==> run_1/wires.png <==
Two of the layers only.
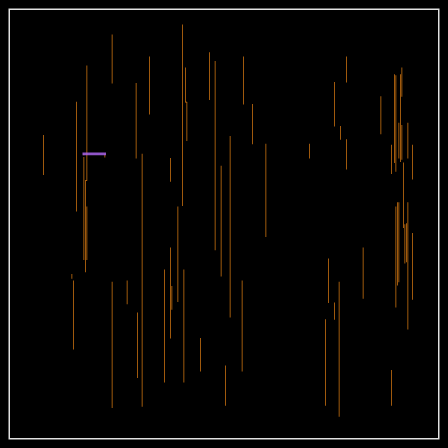
==> run_1/congestion.png <==
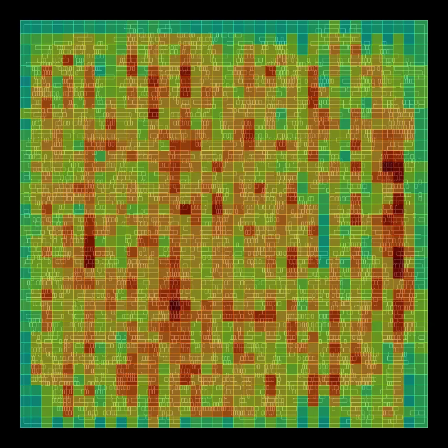
==> run_1/layer_met4.png <==
The bar under the picture is 100 µm long.
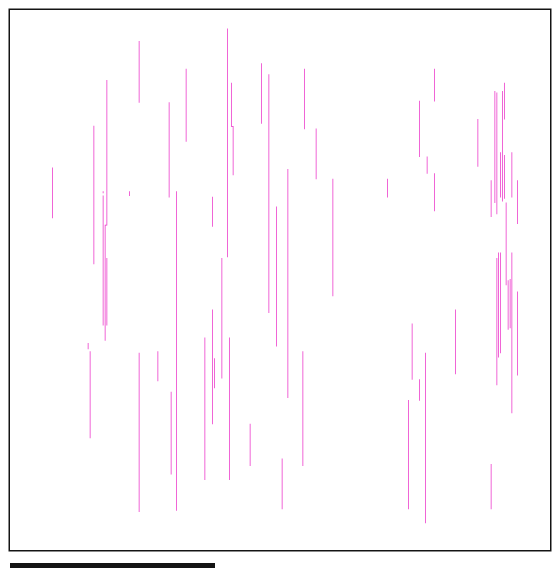
$ cat src/rtl/pin_bank_ctrl.sv
// Programmable pin bank: per-pin HIZ/DRIVE/PULSE/TOGGLE driver plus
// synchronised edge monitor with saturating edge counters.
module pin_bank_ctrl #(
  parameter int PIN_NUM     = 8,
  parameter int CNT_W       = 16,
  parameter int EDGE_CNT_W  = 8,
  parameter int SYNC_STAGES = 2,
  localparam int PW = (PIN_NUM > 1) ? $clog2(PIN_NUM) : 1
) (
  input  logic                  clk,
  input  logic                  rst_n,
  input  logic                  cmd_valid,
  output logic                  cmd_ready,
  input  logic [PW-1:0]         cmd_pin,
  input  logic [1:0]            cmd_mode,
  input  logic                  cmd_value,
  input  logic [CNT_W-1:0]      cmd_len,
  output logic [PIN_NUM-1:0]    pins_o,
  output logic [PIN_NUM-1:0]    pins_oe,
  input  logic [PIN_NUM-1:0]    pins_i,
  output logic [PIN_NUM-1:0]    busy,
  output logic [PIN_NUM-1:0]    rise,
  output logic [PIN_NUM-1:0]    fall,
  input  logic [PW-1:0]         cnt_sel,
  input  logic                  cnt_clr,
  output logic [EDGE_CNT_W-1:0] cnt_val
);

  typedef enum logic [1:0] {
    S_HIZ    = 2'd0,
    S_DRIVE  = 2'd1,
    S_PULSE  = 2'd2,
    S_TOGGLE = 2'd3
  } st_t;

  localparam logic [CNT_W-1:0]      ONE  = 1;
  localparam logic [EDGE_CNT_W-1:0] EONE = 1;

  st_t                   r_st    [PIN_NUM];
  st_t                   w_st_n  [PIN_NUM];
  logic [CNT_W-1:0]      r_tmr   [PIN_NUM];
  logic [CNT_W-1:0]      w_tmr_n [PIN_NUM];
  logic [CNT_W-1:0]      r_len   [PIN_NUM];
  logic [CNT_W-1:0]      w_len_n [PIN_NUM];
  logic [EDGE_CNT_W-1:0] r_cnt   [PIN_NUM];
  logic [PIN_NUM-1:0]    r_sync  [SYNC_STAGES];
  logic [PIN_NUM-1:0]    r_o;
  logic [PIN_NUM-1:0]    w_o_n;
  logic [PIN_NUM-1:0]    r_hist;
  logic [PIN_NUM-1:0]    r_rise;
  logic [PIN_NUM-1:0]    r_fall;
  logic [PIN_NUM-1:0]    w_sync;
  logic [CNT_W-1:0]      w_len;
  logic                  w_pin_ok;
  logic                  w_sel_ok;
  logic                  w_acc;

  assign w_pin_ok  = 32'(cmd_pin) < PIN_NUM;
  assign w_sel_ok  = 32'(cnt_sel) < PIN_NUM;
  assign cmd_ready = w_pin_ok ? !busy[cmd_pin] : 1'b1;
  assign w_acc     = cmd_valid && cmd_ready && w_pin_ok;
  assign w_len     = (cmd_len == '0) ? ONE : cmd_len;
  assign w_sync    = r_sync[SYNC_STAGES-1];

  assign pins_o  = r_o;
  assign rise    = r_rise;
  assign fall    = r_fall;
  assign cnt_val = w_sel_ok ? r_cnt[cnt_sel] : '0;

  always_comb begin
    pins_oe = '0;
    busy    = '0;
    for (int i = 0; i < PIN_NUM; i++) begin
      pins_oe[i] = r_st[i] != S_HIZ;
      busy[i]    = r_st[i] == S_PULSE;
    end
  end

  // An accepted command overrides the running activity in the same cycle
  always_comb begin
    w_o_n = r_o;
    for (int i = 0; i < PIN_NUM; i++) begin
      w_st_n[i]  = r_st[i];
      w_tmr_n[i] = r_tmr[i];
      w_len_n[i] = r_len[i];
      if (w_acc && 32'(cmd_pin) == i) begin
        w_st_n[i]  = st_t'(cmd_mode);
        w_tmr_n[i] = w_len - ONE;
        w_len_n[i] = w_len;
        if (cmd_mode != 2'd0) w_o_n[i] = cmd_value;
      end else begin
        unique case (r_st[i])
          S_PULSE: begin
            if (r_tmr[i] == '0) begin
              w_o_n[i]  = ~r_o[i];
              w_st_n[i] = S_DRIVE;
            end else begin
              w_tmr_n[i] = r_tmr[i] - ONE;
            end
          end
          S_TOGGLE: begin
            if (r_tmr[i] == '0) begin
              w_o_n[i]   = ~r_o[i];
              w_tmr_n[i] = r_len[i] - ONE;
            end else begin
              w_tmr_n[i] = r_tmr[i] - ONE;
            end
          end
          default: ;
        endcase
      end
    end
  end

  always_ff @(posedge clk or negedge rst_n) begin
    if (!rst_n) begin
      r_o    <= '0;
      r_hist <= '0;
      r_rise <= '0;
      r_fall <= '0;
      for (int s = 0; s < SYNC_STAGES; s++) r_sync[s] <= '0;
      for (int i = 0; i < PIN_NUM; i++) begin
        r_st[i]  <= S_HIZ;
        r_tmr[i] <= '0;
        r_len[i] <= ONE;
        r_cnt[i] <= '0;
      end
    end else begin
      r_o       <= w_o_n;
      r_sync[0] <= pins_i;
      for (int s = 1; s < SYNC_STAGES; s++) r_sync[s] <= r_sync[s-1];
      r_hist <= w_sync;
      r_rise <= w_sync & ~r_hist;
      r_fall <= ~w_sync & r_hist;
      for (int i = 0; i < PIN_NUM; i++) begin
        r_st[i]  <= w_st_n[i];
        r_tmr[i] <= w_tmr_n[i];
        r_len[i] <= w_len_n[i];
        // Clear takes priority over a coincident edge
        if (cnt_clr && 32'(cnt_sel) == i)
          r_cnt[i] <= '0;
        else if ((r_rise[i] || r_fall[i]) && r_cnt[i] != '1)
          r_cnt[i] <= r_cnt[i] + EONE;
      end
    end
  end

endmodule

$ cat config.mk
export PLATFORM = sky130hd
export DESIGN_NAME = pin_bank_ctrl
export DESIGN_NICKNAME = d
export VERILOG_FILES = /design/src/rtl/pin_bank_ctrl.sv
export SDC_FILE = /design/constraint.sdc
export NUM_CORES = 1
export LEC_CHECK = 0
export ABC_AREA = 1
export CAP_MARGIN = 25
export CELL_PAD_IN_SITES_DETAIL_PLACEMENT = 0
export CELL_PAD_IN_SITES_GLOBAL_PLACEMENT = 2
export CORE_MARGIN = 2
export CORE_UTILIZATION = 36
export DETAILED_ROUTE_END_ITERATION = 10
export GPL_TIMING_DRIVEN = 1
export PLACE_DENSITY = 0.79
export SLEW_MARGIN = 20
export SYNTH_ARGS = -nofsm -noshare
export SYNTH_HDL_FRONTEND = slang
export SYNTH_SLANG_ARGS = --single-unit
$ cat constraint.sdc
create_clock -name clk -period 2.1 [get_ports clk]
set_input_delay 0.525 -clock clk [delete_from_list [all_inputs] [get_ports clk]]
set_output_delay 0.525 -clock clk [all_outputs]
set_load 0.005 [all_outputs]
==> summary.txt, run 1 <==
Notes on the physical design

The number of flops mapped to enable cells by yosys is 0. For reference, the critical path cell chain is inv_2 > nor2_4 > nand2_1 > nand2_1 > nor2_1 > nand2_1 > nand2_4 > buf_6. The DRC violations left is 0. Setup repair after global routing could not meet its margin everywhere. The die width is roughly 260 µm.

The final worst clock skew is between 0.01 and 0.015 ns. The critical path in the final layout is reported with a setup slack of -0.140 ns. The largest registers in the layout are r_len (128), r_tmr (128), r_cnt (64). The total sequential power is about 13 mW. The sequential cell fraction of total power is between 30% and 40%. Ranked by total cell area, the synthesized netlist is headed by sky130_fd_sc_hd__dfrtp_1 39%, sky130_fd_sc_hd__nand2_1 17%, sky130_fd_sc_hd__nand3_1 8.7%. Per the synth stats, the proportion of register bits with asynchronous set or reset is 100%. The worst register-to-register path begins at r_st[3]$_DFFE_PN0P_. The proportion of total power due to net switching is a little over two fifths. The launch point of the worst hold path is cmd_len[1]. The max capacitance violation total is 0. The worst setup path is launched from a register. The report shows a maximum critical-path fanout of 2.

The checks that failed: negative setup slack. Checking hold timing, the worst path is listed with class primary input to register. The fraction of final layout cells with drive strength greater than 1 is between 15 and 20%.

The cell count in the Yosys report is roughly 3,500. Port buffering added 85 buffers. The transition time at the pin with the least slew margin is 0.545 ns. Per report_power, the Combinational row totals between 15 and 20 mW. The start point of the critical path is r_st[15]$_DFFE_PN0P_. Looking at the clock tree report, the root buffer type is sky130_fd_sc_hd__clkbuf_16. The setup fix buffers added after clock tree synthesis is 32. The vertical extent of the die is about 260 µm. The final number of hold-violating endpoints is 0. The setup slack of the worst register-to-register path is -0.02 ns.

The count of nets after finishing is roughly 4,000. The mean post-synth cell area is around 6.9 µm². For this design the top-level I/O count stands at roughly 86.

The count of final setup violators is 16. The global-route wire length before repair is 141,000 µm. The initial utilization of the core area, before any placement, comes to roughly 36%. Of the synthesized area, sequential elements account for roughly 40%. According to the CTS report, the clock sink count is roughly 380. The run finished, with violations left. The number of antenna violations at the first check in global routing is 3. After clock tree synthesis, the clock-pin slew on the worst setup and hold paths is ~0.060 ns.

The highest ir drop seen on vdd is 771 µV. The flow reported a cell area power density of 1260 nW/µm².
Notes on wires.png above:
[purple] metal 5 | wire length: 12.9 µm
[orange] metal 4 | wire length: 2,720 µm
total length of routed wires: 92,900 µm
total via count in the routed design: 25,100
WL per Instance: 19.0 µm
total routing usage reported by global routing: 26.1%

Notes on congestion.png above:
final core area utilization: 47.3%
met1 layer usage reported by global route: 35.0%
most utilized layer in the global route result: met2
routing usage on met2: 44.2%
met3 usage in global routing: 2.93%

Notes on layer_met4.png above:
wire length on this layer: 2,720 µm
longest straight run: 156 µm
share of all routed wire: 2.9%
main direction: vertical
nets with wire on the layer: 40

[run 1: metal layers]
layer  vias to the layer above  global-route usage, %  part of all wire, %
met2                       677                   44.2                   48
met3                       141                   2.93                  5.1
met4                         2                   7.63                  2.9
met1                     11900                   35.0                   44
li1                      12300                      -                    -
met5                         -                      0                0.013
[run 1: cells by family (layout without fill, tap and decap cells)]
kind of cell	after synthesis	after routing	share of synthesized area [%]
AOI/OAI and AO/OA	358	358	7.88
xor gates and xnor gates	148	148	5.33
adders and majority gates	33	33	1.70
buffers and inverters	431	887	7.11
DFF	384	384	39.6
and+or+nand+nor	2192	2192	38.4
[run 1: per-stage QoR]
step | setup WS [ns] | TNS (ns) | instance area [µm²] | util, % | cells
2_1_floorplan | 0.00373 | 0 | 24400 | - | 3546
3_3_place_gp | -0.877 | -134.94 | 28500 | 42.5 | 4721
3_5_place_dp | -0.862 | -149.69 | 28500 | 42.5 | 4721
4_1_cts | -0.189 | -0.801 | 30600 | 45.6 | 4837
5_1_grt | -0.228 | -5.09 | 31700 | 47.3 | 4875
6_report | -0.140 | -0.600 | 31700 | 47.3 | 4875
[run 1: critical path: cells and delay by family, from the launching register on]
kind                   cells  cell delay [ns]
buffers and inverters      2             0.17
AND/OR/NAND/NOR            6             0.59
flip-flops                 1             0.36
[run 1: layout make-up]
class / count / area [µm²] / share of cell area (%)
timing repair inverter: 2 / 20.0 / 0.0631
timing repair buffer: 456 / 4440 / 14.0
inverter: 344 / 1350 / 4.26
sequential: 384 / 9620 / 30.3
clock buffer: 64 / 1350 / 4.26
clock inverter: 21 / 230 / 0.726
multi-input combinational: 2731 / 13600 / 42.9
tap: 873 / 1090 / 3.44
==> run 2: changes to the inputs <==
--- a/config.mk
+++ b/config.mk
@@ -9,11 +9,12 @@
 export CAP_MARGIN = 25
 export CELL_PAD_IN_SITES_DETAIL_PLACEMENT = 0
 export CELL_PAD_IN_SITES_GLOBAL_PLACEMENT = 2
+export CORE_ASPECT_RATIO = 1.5
 export CORE_MARGIN = 2
-export CORE_UTILIZATION = 36
+export CORE_UTILIZATION = 38
 export DETAILED_ROUTE_END_ITERATION = 10
 export GPL_TIMING_DRIVEN = 1
-export PLACE_DENSITY = 0.79
+export PLACE_DENSITY = 0.83
 export SLEW_MARGIN = 20
 export SYNTH_ARGS = -nofsm -noshare
 export SYNTH_HDL_FRONTEND = slang
==> constraint.sdc (replaced) <==
create_clock -name clk -period 2.6 [get_ports clk]
set_input_delay 0.65 -clock clk [delete_from_list [all_inputs] [get_ports clk]]
set_output_delay 0.65 -clock clk [all_outputs]
set_load 0.005 [all_outputs]
==> run_2/flops_by_reg.png <==
The bar under the picture is 50 µm long. Other sequential cells in the stronger gray, the rest of the logic in the fainter gray.
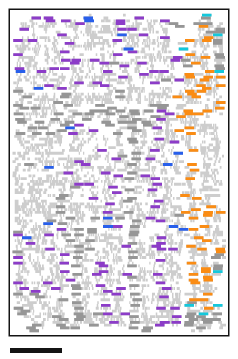
[orange] `r_cnt` | sequential cells: 64 | where: a vertical strip on the right
[purple] `r_tmr` | sequential cells: 128
[cyan] `r_hist` | sequential cells: 8
[blue] `r_st` | sequential cells: 16 | where: spread over the die
not colored: 168
flip-flop and latch power: 10.7 mW
sequential cell area: 9620 µm²
sequential share of cell area: 32.7%
final core area utilization: 46.4%

==> run_2/layer_met4.png <==
The bar under the picture is 50 µm long.
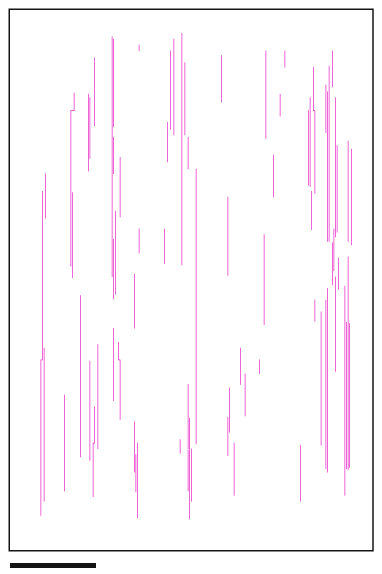
share of all routed wire: 4.4%
longest straight run: 160 µm

==> run_2/wires.png <==
Two of the layers only.
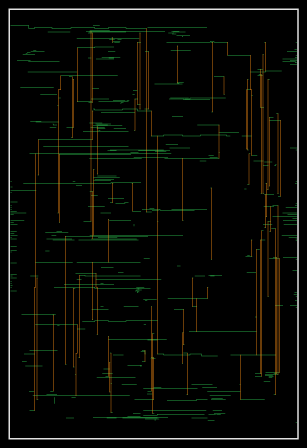
[orange] metal 4 | wire length: 4,010 µm
[green] metal 3 | wire length: 4,140 µm
total length of routed wires: 90,600 µm
total routing usage reported by global routing: 27.5%
WL per Instance: 19.4 µm
total via count in the routed design: 24,500

==> summary.txt, run 2 <==
Notes on the physical design

The flow ran to the end, and the final reports show no timing, DRC or antenna violations. The number of port buffers is between 80 and 90. For this run, the register share of the synthesized area comes to between 30% and 40%. Setup repair after global routing left no endpoint under its margin. The power density normalized to cell area is approximately 1000 nW/µm². The proportion of total power due to net switching is between 40 and 50%.

According to the floorplan log, the row count is roughly 110. The report puts the cell count of the worst reg-to-reg path at 10. The highest ir drop seen on vdd is ~500 µV. The final-layout fill cell count is roughly 6,600.

The worst hold-check path type is primary input to asynchronous set/reset pin. The fraction of final layout cells with drive strength greater than 1 is 10.3%. The core region is between 60,000 and 70,000 µm². The setup check on the worst reg-to-reg path leaves a slack of between 0.4 and 0.5 ns. The critical path's largest stage delay is approximately 0.5 ns. In the final layout, the registers with the most flip-flops are r_len (128), r_tmr (128), r_cnt (64). The synthesized design contains 0 enable-type register cells.

The power report puts the net switching power at about 13 mW. The die width is about 210 µm. The vias per cell is about 5.3. The insertion delay of the later-clocked pin in the worst-skew pair is 0.59 ns. The count of distinct cell types in the synthesized netlist is 46. Once detailed placement completed, the half-perimeter wirelength came to 68,300 µm.

The fraction of synthesized cell area taken by the top area cell type is approximately 39%. The final worst clock skew is approximately 0.022 ns. The first global-routing pass estimated approximately 140,000 µm of wire. The total number of clock tree sinks is around 380. The yosys-reported design area after synthesis is 24,300 µm². Together, buffers and inverters on the worst path number 3. The timing report lists the critical path depth as 4 cells. The transition time at the pin with the least slew margin is around 0.72 ns. The launching point of the worst reg2reg path is r_st[2]$_DFFE_PN0P_.

The share of async-settable or async-resettable flops after synthesis is 100%. Ranked by total cell area, the synthesized netlist is headed by sky130_fd_sc_hd__dfrtp_1 39%, sky130_fd_sc_hd__nand2_1 17%, sky130_fd_sc_hd__nand3_1 8.7%. The critical path startpoint category is a register. The final timing report lists a hold violation count of 0. The floorplan step records an initial core utilization of a little under two fifths. TritonRoute reported its final design rule violation total as 0.

The global route total overflow is 0. The sequential cell fraction of total power is between 30% and 40%. The via count of the first global-routing pass is roughly 24,000.

The kind of cell with the highest combined delay along the critical path is buffers and inverters. Entering global routing, the biggest net connects 57 pins. Of all nets on the critical path, the largest fanout is 4. In this run the clock root is driven by a sky130_fd_sc_hd__clkbuf_16. The OpenROAD warning count is 34.

The max capacitance violation total is 0. For reference, the clock transition at the flip-flops on the worst setup and hold paths is 0.06 ns. The vertical extent of the die is 314 µm.

Setup total negative slack on the finished layout was measured at 0 ns. The net count of the finished layout is slightly below 4,000. The number of antenna violations at the first check in global routing is 0. The I/O pin count is ~86. The mean post-synth cell area is ~7 µm².

For reference, the critical path cell chain is inv_1 > buf_4 > nand2_1 > clkdlybuf4s50_1. The endpoint of the most critical setup path is pins_oe[7]. The start point of the critical path is r_st[0]$_DFFE_PN0P_.

The last timing report of the flow puts the setup violation total at 0. The cell count in the Yosys report is 3,546. The CTS tree is done.
==> run 2: cells by family after synthesis <==
| group | after synthesis | share of synthesized area (%) |
|---|---|---|
| fa+ha+maj | 33 | 1.70 |
| buf+inv | 431 | 7.11 |
| flops | 384 | 39.6 |
| compound gates | 358 | 7.88 |
| xor+xnor | 148 | 5.33 |
| simple gates | 2192 | 38.4 |
==> run 2: routing by layer <==
metal,up-vias,wire [µm],global-route usage [%]
li1,12000,-,-
met1,11700,36400,32.1
met2,640,46100,50.2
met3,178,4140,3.76
met4,0,4010,11.6
met5,-,0,0
==> run 2: layout make-up <==
class | count | area [µm²] | area share, %
multi-input combinational | 2731 | 13100 | 44.5
antenna | 2 | 5.00 | 0.0170
timing repair buffer | 316 | 2880 | 9.81
clock inverter | 21 | 339 | 1.15
tap | 805 | 1010 | 3.43
inverter | 344 | 1300 | 4.42
clock buffer | 55 | 1160 | 3.95
sequential | 384 | 9620 | 32.7
==> run 2: power by group through the flow <==
stage	Clock (mW)	Sequential, mW	Combinational, mW
floorplan	0	9.87	9.16
global placement	0	10.7	12.8
detailed placement	0	10.7	13.0
CTS	6.89	10.6	13.1
global route	7.11	11.0	15.0
finish	6.71	10.7	13.1
==> run 2: timing repair <==
action	4_1_cts	5_1_grt
gates cloned	1	0
setup buffers	7	2
setup endpoints to repair	13	41
pin swaps	7	5
gates resized	74	18
==> run 2: metrics by stage <==
stage          setup WS [ns]  area, µm²  cells  utilization, %  hold slack, ns
4_1_cts               0.0261      29400   4655            46.4         0.00825
5_1_grt              0.00163      29400   4656            46.4          0.0179
2_1_floorplan         0.0683      24300   3546               -           0.331
3_5_place_dp          -0.627      27700   4571            43.7           0.336
3_3_place_gp          -0.602      27700   4571            43.7           0.337
6_report              0.0852      29400   4658            46.4          0.0217
No activity file was given, so power comes from the tool's default toggle rates.
